<file path="src/rtl/bp_io_host_responder.sv">
// bp_io_host_responder: host MMIO responder for putchar, per-core finish flags and a 64-bit cycle counter.
// Ports: clk_i, reset_n_i (sync, active-low); io_cmd_* command in (v/ready); io_resp_* response out (v/yumi),
// echoing w/addr/size with size-masked read data; char_v_o/char_o putchar pulse; program_finish_o/program_fail_o
// sticky per-core flags; decode_err_o sticky unmapped-access flag.
// Optional: define BP_IO_HOST_PRINT_EN for simulation console output (chars, finish results, decode errors).
module bp_io_host_responder #(
  parameter int paddr_width_p = 40,
  parameter int data_width_p = 64,
  parameter int num_core_p = 1
) (
  input  logic                     clk_i,
  input  logic                     reset_n_i,
  input  logic                     io_cmd_v_i,
  output logic                     io_cmd_ready_o,
  input  logic                     io_cmd_w_i,
  input  logic [paddr_width_p-1:0] io_cmd_addr_i,
  input  logic [1:0]               io_cmd_size_i,
  input  logic [data_width_p-1:0]  io_cmd_data_i,
  output logic                     io_resp_v_o,
  input  logic                     io_resp_yumi_i,
  output logic                     io_resp_w_o,
  output logic [paddr_width_p-1:0] io_resp_addr_o,
  output logic [1:0]               io_resp_size_o,
  output logic [data_width_p-1:0]  io_resp_data_o,
  output logic                     char_v_o,
  output logic [7:0]               char_o,
  output logic [num_core_p-1:0]    program_finish_o,
  output logic [num_core_p-1:0]    program_fail_o,
  output logic                     decode_err_o
);
  localparam logic [paddr_width_p-1:0] put_addr = paddr_width_p'(64'h10_1000);
  localparam logic [paddr_width_p-1:0] fin_base = paddr_width_p'(64'h10_2000);
  localparam logic [paddr_width_p-1:0] cnt_addr = paddr_width_p'(64'h10_3000);
  typedef enum logic {e_idle, e_resp} state_e;
  state_e state_r, state_n;
  logic accept;
  logic put_hit, cnt_hit, fin_hit;
  logic [num_core_p-1:0] fin_sel;
  logic [1:0] fin_rd;
  logic [data_width_p-1:0] mask, rd_data;
  logic [63:0] cnt_r;
  always_comb begin
    io_cmd_ready_o = reset_n_i & (state_r == e_idle);
    io_resp_v_o = state_r == e_resp;
    accept = io_cmd_v_i & io_cmd_ready_o;
    state_n = accept ? e_resp : (io_resp_v_o & io_resp_yumi_i) ? e_idle : state_r;
  end
  always_comb begin
    fin_sel = '0;
    fin_rd = '0;
    for (int i = 0; i < num_core_p; i++)
      if (io_cmd_addr_i == fin_base + paddr_width_p'(8 * i)) begin
        fin_sel[i] = 1'b1;
        fin_rd = {program_fail_o[i], program_finish_o[i]};
      end
  end
  // size 3 shifts by the full width, which yields zero and hence an all-ones mask
  assign mask = ~({data_width_p{1'b1}} << (32'd8 << io_cmd_size_i));
  assign put_hit = io_cmd_addr_i == put_addr;
  assign cnt_hit = io_cmd_addr_i == cnt_addr;
  assign fin_hit = |fin_sel;
  assign rd_data = fin_hit ? data_width_p'(fin_rd) : cnt_hit ? data_width_p'(cnt_r) : '0;
  always_ff @(posedge clk_i)
    if (!reset_n_i) cnt_r <= '0;
    else cnt_r <= (accept & io_cmd_w_i & cnt_hit) ? 64'(io_cmd_data_i & mask) : cnt_r + 64'd1;
  always_ff @(posedge clk_i) begin
    if (!reset_n_i) begin
      state_r <= e_idle;
      io_resp_w_o <= 1'b0;
      io_resp_addr_o <= '0;
      io_resp_size_o <= '0;
      io_resp_data_o <= '0;
      char_v_o <= 1'b0;
      char_o <= '0;
      program_finish_o <= '0;
      program_fail_o <= '0;
      decode_err_o <= 1'b0;
    end else begin
      state_r <= state_n;
      char_v_o <= accept & io_cmd_w_i & put_hit;
      if (accept) begin
        io_resp_w_o <= io_cmd_w_i;
        io_resp_addr_o <= io_cmd_addr_i;
        io_resp_size_o <= io_cmd_size_i;
        io_resp_data_o <= io_cmd_w_i ? '0 : rd_data & mask;
        if (io_cmd_w_i & put_hit) char_o <= io_cmd_data_i[7:0];
        for (int i = 0; i < num_core_p; i++)
          if (io_cmd_w_i & fin_sel[i]) begin
            program_finish_o[i] <= 1'b1;
            program_fail_o[i] <= io_cmd_data_i[0];
          end
        if (!(put_hit | cnt_hit | fin_hit)) decode_err_o <= 1'b1;
      end
    end
  end
`ifdef BP_IO_HOST_PRINT_EN
  always @(posedge clk_i) begin
    if (reset_n_i & char_v_o) $write("%c", char_o);
    for (int i = 0; i < num_core_p; i++)
      if (accept & io_cmd_w_i & fin_sel[i]) $display("[bp_io_host] core %0d %s", i, io_cmd_data_i[0] ? "FAIL" : "PASS");
    if (accept & !(put_hit | cnt_hit | fin_hit)) $display("[bp_io_host] decode error at address %h", io_cmd_addr_i);
  end
`else
`endif
endmodule

</file>
<file path="config.mk">
export PLATFORM = sky130hd
export DESIGN_NAME = bp_io_host_responder
export DESIGN_NICKNAME = d
export VERILOG_FILES = /design/src/rtl/bp_io_host_responder.sv
export SDC_FILE = /design/constraint.sdc
export NUM_CORES = 1
export LEC_CHECK = 0
export CAP_MARGIN = 20
export CORE_MARGIN = 5
export CORE_UTILIZATION = 43
export DETAILED_ROUTE_END_ITERATION = 8
export GPL_ROUTABILITY_DRIVEN = 0
export PLACE_DENSITY = 0.77
export SYNTH_ARGS = -nofsm -noshare
export SYNTH_HDL_FRONTEND = slang
export SYNTH_SLANG_ARGS = --single-unit
</file>
<file path="constraint.sdc">
create_clock -name clk_i -period 2 [get_ports clk_i]
set_clock_uncertainty 0.15 [all_clocks]
set_input_delay 0.3 -clock clk_i [delete_from_list [all_inputs] [get_ports clk_i]]
set_output_delay 0.3 -clock clk_i [all_outputs]
set_load 0.02 [all_outputs]
</file>
### Close-up of the layout, run 1

Scale bar: 10 um. Region (23, 23) to (48, 48) um. Cells in grey, sequential cells in the stronger grey; small squares are vias.
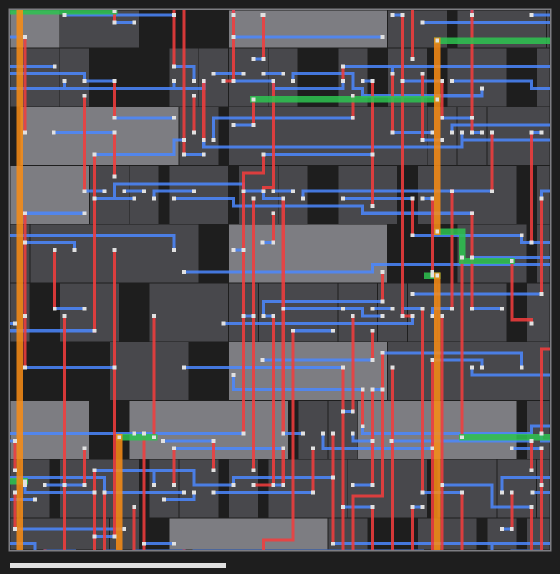
Key: orange = met4; blue = met1; red = met2; green = met3
61 logic cells have their middle in the window. Sequential cells in the window: 9. Netlist names of flops here include io_resp_addr_o (9). Most frequent: nand2_1 (18), dfxtp_1 (9).

### Logic cells by family, run 1

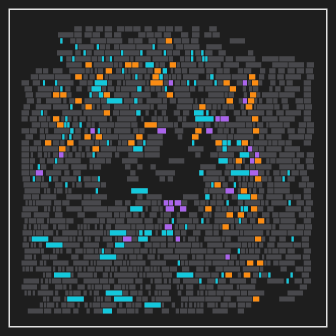
Key: orange = XOR/XNOR gates [cells 62]; cyan = NOR gates [cells 116]; purple = AND and OR gates [cells 24]
logic share of the area: 34.0%
most common logic cell in the routed design: clkdlybuf4s50_1
count of placed standard cells in the final layout, fillers left out: 1,469

### Where the registers sit, run 1

Scale bar: 50 um.
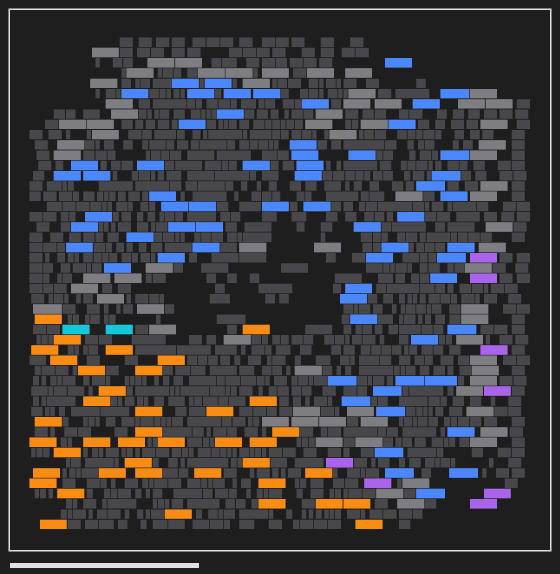
Key: blue = cnt_r [flops 64]; cyan = io_resp_size_o [flops 2]; purple = char_o [flops 8]; orange = io_resp_addr_o [flops 40]
Another 70 sequential cells are not coloured.

==> commit_impl_results.txt, run 1 <==
Refresh implementation metrics

- The post-synth count of flops with an enable pin is 0.
* CTS tree: done
- In this run the layout overhead on the synthesized area is reported as 64.7%.
* Height of the die: 143 um
- Largest logic family: simple AND/OR/NAND/NOR gates
- Share of synthesized area occupied by flip-flops and latches: 48.3%
- The number of setup buffers added after CTS is 11.
* Fraction of post-synthesis cell area in the top cell type by area: between 40% and 50%
* Die span in x: ~140 um
* Post-synthesis register bit count: between 150 and 200
- The worst path uses 103% of the clock period.
* Top routing layer in use: met4
- Entering global routing, the biggest net connects 84 pins.
- AND-OR/OR-AND Cells, Area Fraction: 15.9%
- Post-layout instance area: 12,600 um^2
- Walking the worst path, the cells encountered are nand4_1, nor4b_4, nand4_1, or3_1, xor2_1, o21ai_1.
* Area share of xor/xnor cells in the synthesized design: approximately 7.1%
* Post-detailed-route DRC marker count: 0
- Hold_buf cts: 0
* Area used by multi-input combinational logic: roughly 4300 um^2
- In this run the clock root is driven by a clkbuf_16.
- The initial utilization of the core area, before any placement, comes to roughly 44%.
- In the final report, the number of pins over their slew limit comes to 0.
- Master of the slowest instance on the critical path: or3_1
- Dividing the detail-routed via count by the number of cells gives between 5 and 6.
- Detailed-route wire length on metal 1: roughly 11,000 um
- The floorplan has about 48 rows.
- Insertion delay to the later sink of the worst-skew pair: 430 ps
* Most frequent CP cell: nand4_1
- In the detailed route, the total length drawn on met2 is 13,500 um.
- The final report lists the setup-violating endpoint count as 29.
- For this design the ratio of total power to cell area is about 640 nW/um^2.
* Final antenna-violating net count: 0
- WP buf/inv: 0
- At the pin with the least slew margin, the transition time is 707 ps.
- Summing the areas of all and, or, nand and nor instances in the mapped netlist gives 23.6% of the synthesized area.
* Dominant flop cell: dfxtp_1
* Yosys cell count: slightly below 900
- The buffer_ports step reported a buffer count of 231.
* Total vias in the final route: between 7,000 and 8,000
- Counting distinct cell types in the post-synthesis netlist gives slightly below 50.
- The tightest min-delay check is of the primary input to flop type.
- RSZ-0062 raised after global routing: yes
- Syn Area/Cell: slightly below 9 um^2
- IR Drop Worst-Case VDD: 0.612 mV
- Number of buffers on the longest clock path: 2
- Mux frac, synth: 1.44%
- Required time worst endpoint: roughly 2200 ps
- The global router reports that the layer with the highest usage is met2.
- Detailed Route Iter0 Violations: between 500 and 600
* Chip area line of the yosys report: approximately 7600 um^2
* Achievable clock frequency: 486 MHz
* Arrival time at the worst endpoint: ~2300 ps
* Fraction of final layout cells sized beyond drive strength 1: about a quarter
- Ranked by total cell area, the synthesized netlist is headed by dfxtp_1 48%, nand2_1 7.6%, xnor2_1 4.1%.
- The net count of the finished layout is around 1,300.
- Counting tap cells, the placed design contains a total of roughly 1,400 instances.
- Setup slack after layout: -56.7 ps
- The chip occupies between 20,000 and 25,000 um^2.
- The leakage component of the power was reported as between 4 and 5 nW.
- STA classifies the critical path endpoint as a flop.
- Largest fanout on the critical path: 4
- The tightest hold path in the finished design has a slack of -21.1 ps.
- CTS built an H-tree with a depth of 4.
* Maximum single-stage delay on the critical path: 430 ps
* Post-Syn Area: ~7600 um^2
- Global routing consumed, on the met3 layer, around 5.7% of the routing resources.
* # resized after CTS: 89
* Crit path kind: flop to flop
- Kind of start point of the critical path: flop
* Failing checks: negative hold slack, negative setup slack
- The core region is about 17,000 um^2.
* Total area of sequential cells: between 3000 and 4000 um^2
- The number of antenna violations at the first check in global routing was 1.
* Reported max-cap violation count: 0
- Ys Warns: 0
- Placed cell areas: around 11,000 um^2
* Number of iterations in the first detailed-routing pass: 5
* OpenROAD warning count: 29
- The routed design shows a wire length per standard cell of between 15 and 20 um.
- Global Route met2 Usage: between 40% and 50%
* Filler cell count: 1,269
* Run status: complete, but fails checks
- The via count of the first global-routing pass came to 7,791.
- GRT Residual Overflow: 0
- Yosys instantiated no cell more often than dfxtp_1.
- For reference, full adder, half adder and majority cells occupy less than 1% of the area reported after synthesis.
* Async SR Flop Fraction: 0%
- Once detailed placement completed, the half-perimeter wirelength came to about 18,000 um.
- TritonCTS created 17 clock buffers.
* Count of final hold-check violations: 3
* Global-route total usage across every layer: between 20% and 30%
- Synth area leader: dfxtp_1
- The timing report attributes the biggest portion of critical-path delay to simple AND/OR/NAND/NOR gates.
* Max transition margin: 52.8%
* GRT met1 Usage: 30.8%
- Global-route wire length before repair: 40,300 um
- The timing report gives the clock slew at the launch and capture registers of the worst setup and hold paths as approximately 70 ps.
* Sum of met3 wire segment lengths after detailed routing: roughly 2300 um
## run 1: state kept, by name (all words and copies together) (netlist names)
register,count
decode_err_o,1
program_finish_o,1
cnt_r,64
char_v_o,1
io_resp_data_o,64
io_resp_w_o,1
char_o,8
io_resp_addr_o,40
io_resp_v_o,1
io_resp_size_o,2
program_fail_o,1
## run 1: metrics by stage
| step | TNS [ps] | worst slack (ps) | hold slack (ps) | utilization [%] | power [mW] |
|---|---|---|---|---|---|
| 2_1_floorplan | -22.7 | -6.40 | 227 | - | 4.11 |
| 3_3_place_gp | -85600 | -760 | 293 | 63.8 | 4.63 |
| 3_5_place_dp | -90440 | -827 | 298 | 63.8 | 4.63 |
| 4_1_cts | -2590 | -116 | 74.5 | 69.1 | 8.05 |
| 5_1_grt | -2750 | -134 | -2.49 | 72.4 | 8.32 |
| 6_report | -510 | -56.7 | -21.1 | 72.4 | 8.07 |
## run 1: worst register-to-register path: cells and delay by family, from the launching register on
kind | cells | cell delay, ps
simple gates | 4 | 1250
flops | 1 | 330
xor+xnor | 1 | 150
compound gates | 1 | 120
## run 1: worst paths after layout
check                               endpoint  depth (start not counted)  slack, ps                            start
max reg2reg             cnt_r[40]$_SDFF_PN0_                          6        -60             cnt_r[26]$_SDFF_PN0_
max                     cnt_r[40]$_SDFF_PN0_                          6        -60             cnt_r[26]$_SDFF_PN0_
min          io_resp_addr_o[11]$_SDFFE_PN0P_                          3        -20                io_cmd_addr_i[11]
min reg2reg  io_resp_addr_o[36]$_SDFFE_PN0P_                          2        310  io_resp_addr_o[36]$_SDFFE_PN0P_
## run 1: cells in the final DEF (no fill, tap or decap), types with 6 or more instances in the layout
| cell type | instances |
|---|---|
| nand2_2 | 26 |
| nor4_4 | 10 |
| mux2i_1 | 11 |
| buf_6 | 14 |
| buf_12 | 11 |
| clkbuf_2 | 15 |
| inv_1 | 6 |
| and3_1 | 8 |
| nand2_1 | 125 |
| dfxtp_1 | 167 |
| dlymetal6s2s_1 | 7 |
| dfxtp_2 | 16 |
| xnor2_1 | 35 |
| nand4_1 | 22 |
| nor3_1 | 6 |
| clkbuf_16 | 20 |
| o21ai_1 | 18 |
| clkdlybuf4s15_1 | 6 |
| xor2_1 | 25 |
| a21oi_1 | 22 |
| nor2_2 | 7 |
| a22o_1 | 30 |
| o21ai_0 | 45 |
| nand3_1 | 33 |
| clkdlybuf4s50_1 | 191 |
| buf_4 | 123 |
| a211oi_1 | 21 |
| a22oi_1 | 31 |
| nor2_1 | 71 |
| o21ai_2 | 9 |
| dlygate4sd2_1 | 9 |
| dlygate4sd3_1 | 6 |
| nor4_2 | 7 |
## run 1: where the power goes
group | switching, mW | internal, mW | total, mW
combinational | 0.432 | 0.406 | 0.839
clock | 1.45 | 2.01 | 3.46
sequential | 0.0379 | 3.73 | 3.77
## run 1: layout make-up
cell class                      instances  area share [%]
Clock inverter                         11            1.16
Timing Repair Buffer                  388            29.2
Antenna cell                            1          0.0199
Inverter                                7           0.209
Tap cell                              225            2.24
Sequential cell                       184            29.5
Clock buffer                           21            3.58
Multi-Input combinational cell        632            34.0
### Wires at chosen ports, followed through buffers, run 1

Scale bar: 50 um.
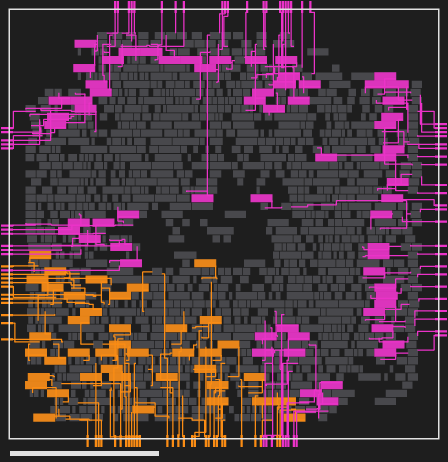

## Run 2: what changed since run 1
--- a/config.mk
+++ b/config.mk
@@ -14,3 +14,4 @@
 export SYNTH_ARGS = -nofsm -noshare
 export SYNTH_HDL_FRONTEND = slang
 export SYNTH_SLANG_ARGS = --single-unit
+export TNS_END_PERCENT = 50
### Wires at chosen ports, followed through buffers, run 2

Scale bar: 50 um.
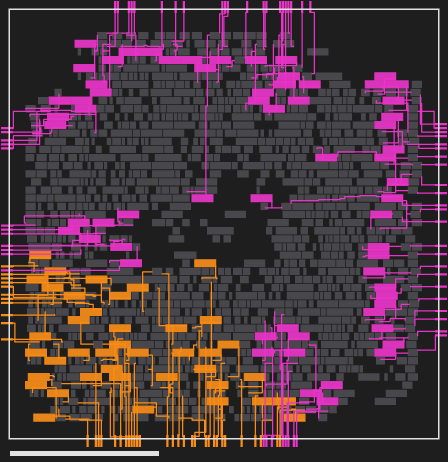
Key: orange = io_resp_addr_o [direction output, end cells 40, buffers 40, wire 1,390 um]; magenta = io_resp_data_o [direction output, end cells 64, buffers 64, wire 2,190 um]
# port buffers: 231
Top Ports: 232

### Close-up of the layout, run 2

Scale bar: 10 um. Region (23, 23) to (48, 48) um. Cells in grey, sequential cells in the stronger grey; small squares are vias.
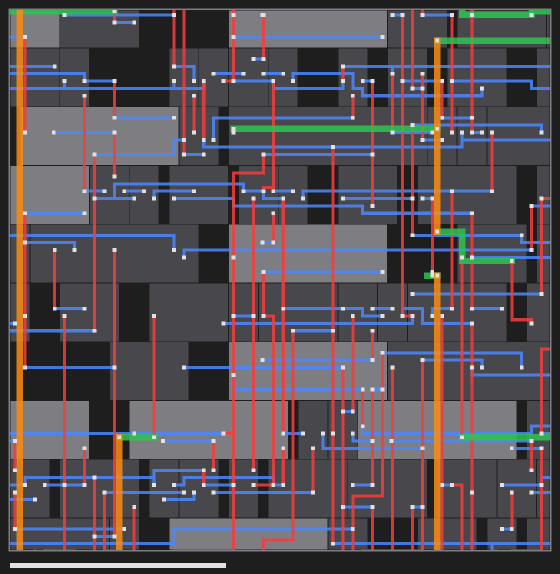
Key: green = met3; blue = met1; red = met2; orange = met4
61 logic cells have their middle in the window. Netlist names of flops here include io_resp_addr_o (9). Most frequent: nand2_1 (18), dfxtp_1 (9). Sequential cells in the window: 9.

### Where the registers sit, run 2

Scale bar: 50 um.
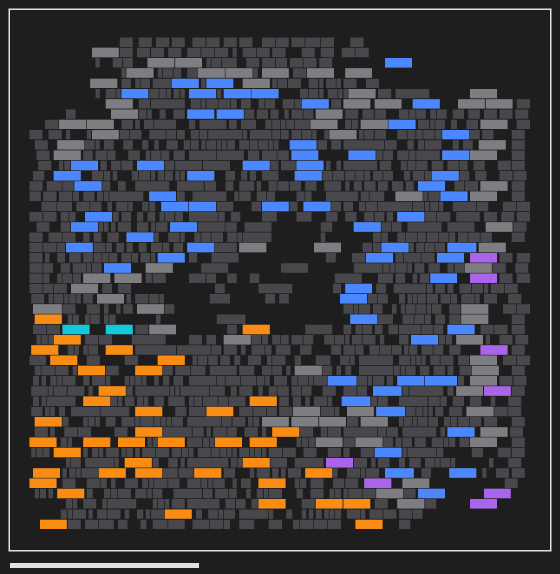
Key: cyan = io_resp_size_o [flops 2]; blue = cnt_r [flops 64]; orange = io_resp_addr_o [flops 40]; purple = char_o [flops 8]
Another 70 sequential cells are not coloured.
total area of sequential cells: 3700 um^2
sequential power: 3.77 mW
fraction of area in registers: 29.5%
Final Util: 72.2%

==> run 2 against run 1 <==
The run still ends with negative hold slack, negative setup slack left. Non-clock buffer count decreased by 2. Clock power about the same. Die size unchanged. Maximum frequency decreased by 2.4%. Combinational power about the same. Critical path type is now primary input to flop.
==> commit_impl_results.txt, run 2 <==
Refresh implementation metrics

- Height of the die: 143 um
* Initial core utilization: a little over two fifths
- Post-layout instance area: approximately 13,000 um^2
* Fraction of post-synthesis cell area in the top cell type by area: about 48%
- Most frequent CP cell: buf_12
- Reg-to-reg critical path endpoint: cnt_r[43]$_SDFF_PN0_
* Post-synthesis register bit count: around 180
- The chip occupies between 20,000 and 25,000 um^2.
* Fraction of final layout cells sized beyond drive strength 1: about 25%
- The root buffer cell chosen for the clock tree is clkbuf_16.
* Syn Area/Cell: between 8 and 9 um^2
- After global routing the overflow that remains totals 0.
- Net count, final: about 1,300
- Worst reg-to-reg path cell count: 9
- Filler cell count: approximately 1,300
- Final Cycle Share: 105%
* Synth cell types: 49
- Yosys cell count: a little under 900
- Die span in x: between 100 and 150 um
- The post-synth count of flops with an enable pin is 0.
- The registers reported with the highest flop counts are cnt_r x64, io_resp_data_o x64, io_resp_addr_o x40.
- The most critical hold endpoint after final layout shows a slack of -25.1 ps.
* Max transition margin: between 50 and 60%
- Synth area leader: dfxtp_1
- Worst min-delay path class: primary input to flop
* Ys Warns: 0
* Kind of start point of the critical path: primary input
- The number of antenna violations at the first check in global routing is 1.
* Pleak: 4.83 nW
* Setup violation total in the final timing report: 33
- Largest fanout on the critical path: 8
* Chip area line of the yosys report: 7630 um^2
- Looking at the reg2reg group, the worst path starts from io_resp_v_o$_SDFFE_PN0P_.
- Dominant flop cell: dfxtp_1
- Via density per instance: 5.49
- The final timing report derives a shortest allowable period of 2110 ps.
* Achievable clock frequency: roughly 470 MHz
- Once detailed placement completed, the half-perimeter wirelength came to about 18,000 um.
- Power density over the cells: 645 nW/um^2
- Share of synthesized area occupied by flip-flops and latches: between 40% and 50%
- In the final report, the number of pins over their slew limit comes to 0.
- OpenROAD warning count: 29
- The clock tree synthesis step divided the H-tree into 4 levels.
- Worst-path clk slew: roughly 70 ps
- TritonCTS built the clock tree.
- Nets still carrying antenna violations after routing amount to 0.
- According to the floorplan report, the placeable core area is around 17,000 um^2.
- Synthesis handed over a netlist of about 880 instances.
* Most common logic cell in the routed design: clkdlybuf4s50_1
- The main area contributors are dfxtp_1 48%, nand2_1 7.6%, xnor2_1 4.1%.
- Total vias in the final route: a little over 8,000
* Most frequent cell after synthesis: dfxtp_1
- Global routing used around a quarter of the available tracks.
- CP endpoint kind: flop
- Ranking logic cells in the layout by count gives the top entries 191 x clkdlybuf4s50_1, 176 x dfxtp_1, 128 x nand2_1, 123 x buf_4, 70 x nor2_1.
- OpenSTA lists the critical path startpoint as io_cmd_addr_i[24].
* Power, Total: ~8 mW
- After the first detailed-routing iteration, the DRC count stood at 646.
* IR Drop Worst-Case VDD: about 0.62 mV
- The first global-routing pass estimated 40,000 um of wire.
- Rows: between 40 and 50
* CP Cell Sequence: dlygate4sd2_1, nor4_2, nand4_1, or4_4, buf_8, nor2_8, buf_12, buf_12, nand2_4, o21ai_1
* Required time worst endpoint: approximately 2200 ps
* Cts bufs inserted: 17
* Count of final hold-check violations: 3
- Async SR Flop Fraction: 0%
* Crit path kind: primary input to flop
- Reported max-cap violation count: 0
- The via count of the first global-routing pass came to 7,745.
- The most critical setup path has its endpoint at cnt_r[43]$_SDFF_PN0_.
- Compared with the post-synthesis result, the final layout area differs by 64.1%.
- Drt wl/cell: 18.6 um
* Master of the slowest instance on the critical path: or4_4
- No sink is reached through more buffers than the 2 on the longest clock path.
- Across all register-to-register paths, the minimum setup slack is -80 ps.
* RSZ-0062 raised after global routing: yes
* Setup slack after layout: -108 ps
- The transition time recorded at the tightest slew-check pin is 717 ps.
* Run status: complete, but fails checks
- After detailed routing, the total wire length is 27,300 um.
* Post-Syn Area: roughly 7600 um^2
- The final reports fail on negative hold slack, negative setup slack.
* Placed cell areas: 11,100 um^2
- For the worst setup path, the data arrival time is approximately 2300 ps.
- Entering global routing, the biggest net connects 84 pins.
* Top cell types by occurrence after synthesis: 184 x dfxtp_1, 154 x nand2_1, 79 x nor2_1
* Insertion delay to the later sink of the worst-skew pair: roughly 440 ps
- Maximum single-stage delay on the critical path: roughly 570 ps
- The script parses the final routing iteration and logs DRC violations as 0.
- Clock sinks: approximately 180
- Synthesized Nets: ~1,000
* Area used by multi-input combinational logic: approximately 4300 um^2
- Number of iterations in the first detailed-routing pass: 5
## run 2: cell counts after synthesis
No cell type changed its count.
## run 2: power by group
group	switching [mW]	total (mW)	internal (mW)
Clock	1.46	3.46	2.01
Sequential	0.0395	3.77	3.73
Combinational	0.432	0.840	0.408
## run 2: critical path, delay by kind of cell
kind / cells / cell delay (ps)
and+or+nand+nor: 5 / 1210
buffers and inverters: 4 / 700
AOI/OAI and AO/OA: 1 / 90
## run 2: routing by layer
layer	routed length, um	global-route usage [%]	vias to the layer above
met4	738	8.87	0
met3	2150	5.69	69
li1	-	-	3801
met1	11100	30.7	3840
met5	0	0	-
met2	13300	41.8	337
## run 2: repair_timing
| item | in CTS | in global routing |
|---|---|---|
| cloned | 2 | 4 |
| hold endpoints to repair | 0 | 6 |
| hold buffers | 0 | 6 |
| setup buffers | 7 | 12 |
| pin swaps | 40 | 42 |
| setup endpoints to repair | 141 | 136 |
| resized | 86 | 136 |
## run 2: how the worst min path moves through the flow
stage | start | to | slack [ps] | cells after the start
floorplan | io_cmd_addr_i[13] | char_v_o$_SDFF_PN0_ | 230 | 1
global placement | io_resp_addr_o[31]$_SDFFE_PN0P_ | io_resp_addr_o[31]$_SDFFE_PN0P_ | 290 | 2
detailed placement | io_resp_addr_o[36]$_SDFFE_PN0P_ | io_resp_addr_o[36]$_SDFFE_PN0P_ | 300 | 2
finish | io_cmd_addr_i[11] | io_resp_addr_o[11]$_SDFFE_PN0P_ | -30 | 3
global route | io_cmd_addr_i[37] | io_resp_addr_o[37]$_SDFFE_PN0P_ | -4 | 3
CTS | io_cmd_addr_i[18] | io_resp_addr_o[18]$_SDFFE_PN0P_ | 70 | 3
## run 2: area by class of cell
| cell class | instances | area share (%) |
|---|---|---|
| tap | 225 | 2.25 |
| multi-input combinational | 632 | 34.3 |
| antenna | 1 | 0.0200 |
| inverter | 7 | 0.210 |
| clock inverter | 11 | 1.17 |
| timing repair buffer | 386 | 29.0 |
| sequential | 184 | 29.5 |
| clock buffer | 21 | 3.60 |
## run 2: cell families after synthesis
kind of cell	count (synthesis)	synth area share, %
compound gates	190	15.9
xor+xnor	62	7.12
fa+ha+maj	1	0.164
buf+inv	62	3.48
flops	184	48.3
mux	11	1.44
simple gates	365	23.6
## run 2: through the flow
step                      hold WS (ps)  setup TNS (ps)  instances  setup slack [ps]
after floorplan                    227           -22.7        875             -6.40
after global placement             293          -85600       1405              -760
after detailed placement           298          -90440       1405              -827
after CTS                         74.5           -2650       1445              -116
after global routing             -4.09           -3720       1467              -147
final                            -25.1           -1340       1467              -108
### Track usage over the die, run 2

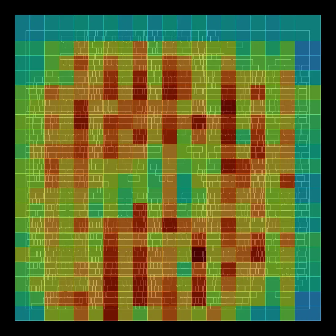

## Run 3: what changed since run 2
--- a/config.mk
+++ b/config.mk
@@ -6,11 +6,13 @@
 export NUM_CORES = 1
 export LEC_CHECK = 0
 export CAP_MARGIN = 20
+export CORE_ASPECT_RATIO = 1.2
 export CORE_MARGIN = 5
-export CORE_UTILIZATION = 43
+export CORE_UTILIZATION = 44
+export CTS_BUF_LIST = sky130_fd_sc_hd__clkbuf_4 sky130_fd_sc_hd__clkbuf_8
 export DETAILED_ROUTE_END_ITERATION = 8
 export GPL_ROUTABILITY_DRIVEN = 0
-export PLACE_DENSITY = 0.77
+export PLACE_DENSITY = 0.79
 export SYNTH_ARGS = -nofsm -noshare
 export SYNTH_HDL_FRONTEND = slang
 export SYNTH_SLANG_ARGS = --single-unit
### Track usage over the die, run 3

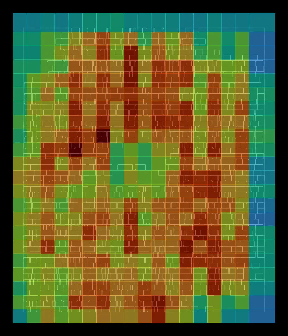
Final Util: 75.0%
global-route total usage across every layer: 24.9%

### Wires at chosen ports, followed through buffers, run 3

Scale bar: 50 um.
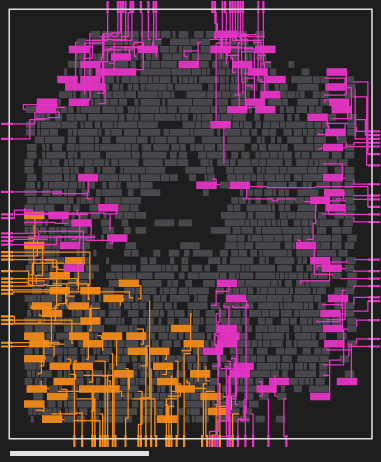
Key: orange = io_resp_addr_o [direction output, end cells 40, buffers 40, wire 1,400 um]; magenta = io_resp_data_o [direction output, end cells 64, buffers 64, wire 2,390 um]

### Logic cells by family, run 3

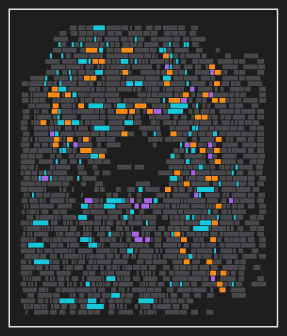
Key: cyan = NOR gates [cells 116]; purple = AND and OR gates [cells 24]; orange = XOR/XNOR gates [cells 62]
count of placed standard cells in the final layout, fillers left out: 1,456
logic share of the area: 35.1%

==> run 3 against run 2 <==
The run ends with negative setup slack left. Final cell count is 0.75% lower. Highest routed layer unchanged. First-iteration DRC count is 8.2% lower. Count of clock-buffer cells in the layout is 2 higher. Power is 10% lower. Combinational power is 2% higher. Non-clock buffer count is 2 higher. Critical path depth is 2 lower. Critical endpoint is now cnt_r[39]$_SDFF_PN0_. Clock power is 24% lower.
==> commit_impl_results.txt, run 3 <==
Refresh implementation metrics

- The first global-routing pass estimated 40,200 um of wire.
- The end-of-flow timing check tallies setup violations at roughly 59.
- Post-layout instance area: between 10,000 and 15,000 um^2
- OpenROAD warning count: 29
* Synth cell types: 49
- Number of iterations in the first detailed-routing pass: 6
* Required time worst endpoint: between 2000 and 2500 ps
- The total overflow left after global routing is 0.
- Crit path max-delay family: simple AND/OR/NAND/NOR gates
- The floorplan has around 52 rows.
- The synthesized design devotes to its leading area cell type approximately half of total area.
- Net count, final: ~1,300
- The number of antenna violations at the first check in global routing is 0.
- Timing would allow up to between 400 and 500 MHz.
* Syn Area/Cell: 8.72 um^2
- The longest incremental delay of any stage on the critical path is reported as roughly 420 ps.
- CTS tree: done
- Filler cell count: about 1,100
- The synthesis report names the predominant flop master as dfxtp_1.
- The most common logic cell in the final layout is clkdlybuf4s50_1.
- In the post-route report, total wirelength is listed as between 20,000 and 30,000 um.
- Entering global routing, the biggest net connects about 78 pins.
- From bottom edge to top edge, the die measures between 150 and 200 um.
- Looking at the gate-level netlist, the highest instance count belongs to dfxtp_1.
* Number of buffers on the longest clock path: 2
- Setup slack on the worst path after placement came out at -768 ps.
- Of the total power, registers draw 51.9%.
- Async SR Flop Fraction: 0%
* Largest fanout on the critical path: 6
* Actual transition at the worst max-transition pin: around 760 ps
- The flow ran to the end, but the final reports show violations.
- Yosys reported a register bit count of between 150 and 200.
- Post-detailed-route DRC marker count: 0
- The final reports fail on negative setup slack.
- Number of global-route vias before repair: between 7,000 and 8,000
- The script logs the ratio of routed vias to standard cells as between 5 and 6.
* Detail Placement HPWL: about 19,000 um
- Clock root buffer master: clkbuf_8
- After synthesis the cells add up to around 7600 um^2.
- Setup slack after layout: -154 ps
- Clock sinks: 184
- For this configuration, the core starts out at a cell density of approximately 45%.
* Max transition margin: around half
- Total power for the finished layout comes to 7.27 mW.
- In this run, the synthesized area fraction spent on AND-OR/OR-AND gates is recorded as ~16%.
- Yosys attributes the largest share of cell area to dfxtp_1 48%, nand2_1 7.6%, xnor2_1 4.1%.
- Die area: around 20,000 um^2
- Yosys cell count: 875
* Chip area line of the yosys report: about 7600 um^2
- IR Drop Worst-Case VDD: around 0.48 mV
- Once detail routing completed, the nets flagged for antenna violations numbered 0.
- In this run, the number of DRC markers left after iteration 0 of detailed routing was about 590.
* # port buffers: 231
- Internal power comes to about 5.4 mW.
* Worst min-delay path class: primary input to flop
* Share of total power in combinational logic: a little under an eighth
- Count of final hold-check violations: 0
- Share of synthesized area occupied by flip-flops and latches: 48.3%
- Kind of start point of the critical path: flop
- Summing the areas of all xor and xnor instances in the mapped netlist gives 7.12% of the synthesized area.
- Top Ports: ~230
- The number of clock buffers added by TritonCTS is 17.
-- run 3: worst min-delay path, stage by stage --
cell and delay [ps]:
dlymetal6s2s_1 160, nand2_1 70, o21ai_0 60
-- run 3: final cells by class --
type                       count  area (um^2)  area share (%)
clock buffer                  23          304            2.39
clock inverter                 9          111           0.875
inverter                       7         26.3           0.206
multi-input combinational    629         4460            35.1
sequential                   184         3700            29.1
tap                          216          270            2.12
timing repair buffer         388         3850            30.3
-- run 3: path summary, 6_finish.rpt --
kind                                   startpoint                               to  slack [ps]  cells past startpoint
hold / removal                   io_cmd_addr_i[1]   io_resp_addr_o[1]$_SDFFE_PN0P_           1                      3
setup / recovery             cnt_r[26]$_SDFF_PN0_             cnt_r[39]$_SDFF_PN0_        -150                      8
hold reg to reg   io_resp_addr_o[35]$_SDFFE_PN0P_  io_resp_addr_o[35]$_SDFFE_PN0P_         310                      2
setup reg to reg             cnt_r[26]$_SDFF_PN0_             cnt_r[39]$_SDFF_PN0_        -150                      8
-- run 3: metrics by stage --
| step | cells | hold WS (ps) |
|---|---|---|
| floorplan | 875 | 227 |
| global placement | 1388 | 293 |
| detailed placement | 1388 | 299 |
| CTS | 1428 | 58.4 |
| global route | 1456 | 3.89 |
| finish | 1456 | 1.04 |
-- run 3: power by group through the flow --
stage               logic, mW  registers, mW  clock network (mW)
floorplan               0.173           3.93                   0
global placement        0.770           3.85                   0
detailed placement      0.774           3.85                   0
CTS                     0.779           3.77                2.64
global route            0.899           3.78                2.82
finish                  0.855           3.77                2.64
-- run 3: what timing repair did --
item | 4_1_cts | 5_1_grt
setup buffers | 8 | 15
gates cloned | 1 | 11
setup endpoints to repair | 121 | 174
gates resized | 72 | 183
hold buffers | 0 | 5
hold endpoints to repair | 0 | 5
pin swaps | 19 | 77
-- run 3: layer usage --
| metal | share of wire, % | vias to the layer above | wire length [um] | global-route usage (%) |
|---|---|---|---|---|
| met5 | 0 | - | 0 | 0 |
| met4 | 3.1 | 0 | 920 | 7.97 |
| met3 | 7.3 | 77 | 2140 | 6.38 |
| met2 | 52 | 365 | 15100 | 43.1 |
| met1 | 38 | 3971 | 11000 | 30.0 |
| li1 | - | 3789 | - | - |
-- run 3: cells by family (layout without fill, tap and decap cells) --
group / count (synthesis) / count (layout)
simple gates: 365 / 365
fa+ha+maj: 1 / 1
flops: 184 / 184
xor+xnor: 62 / 62
buf+inv: 62 / 427
compound gates: 190 / 190
mux: 11 / 11
Power is estimated from default activity; no workload was simulated.
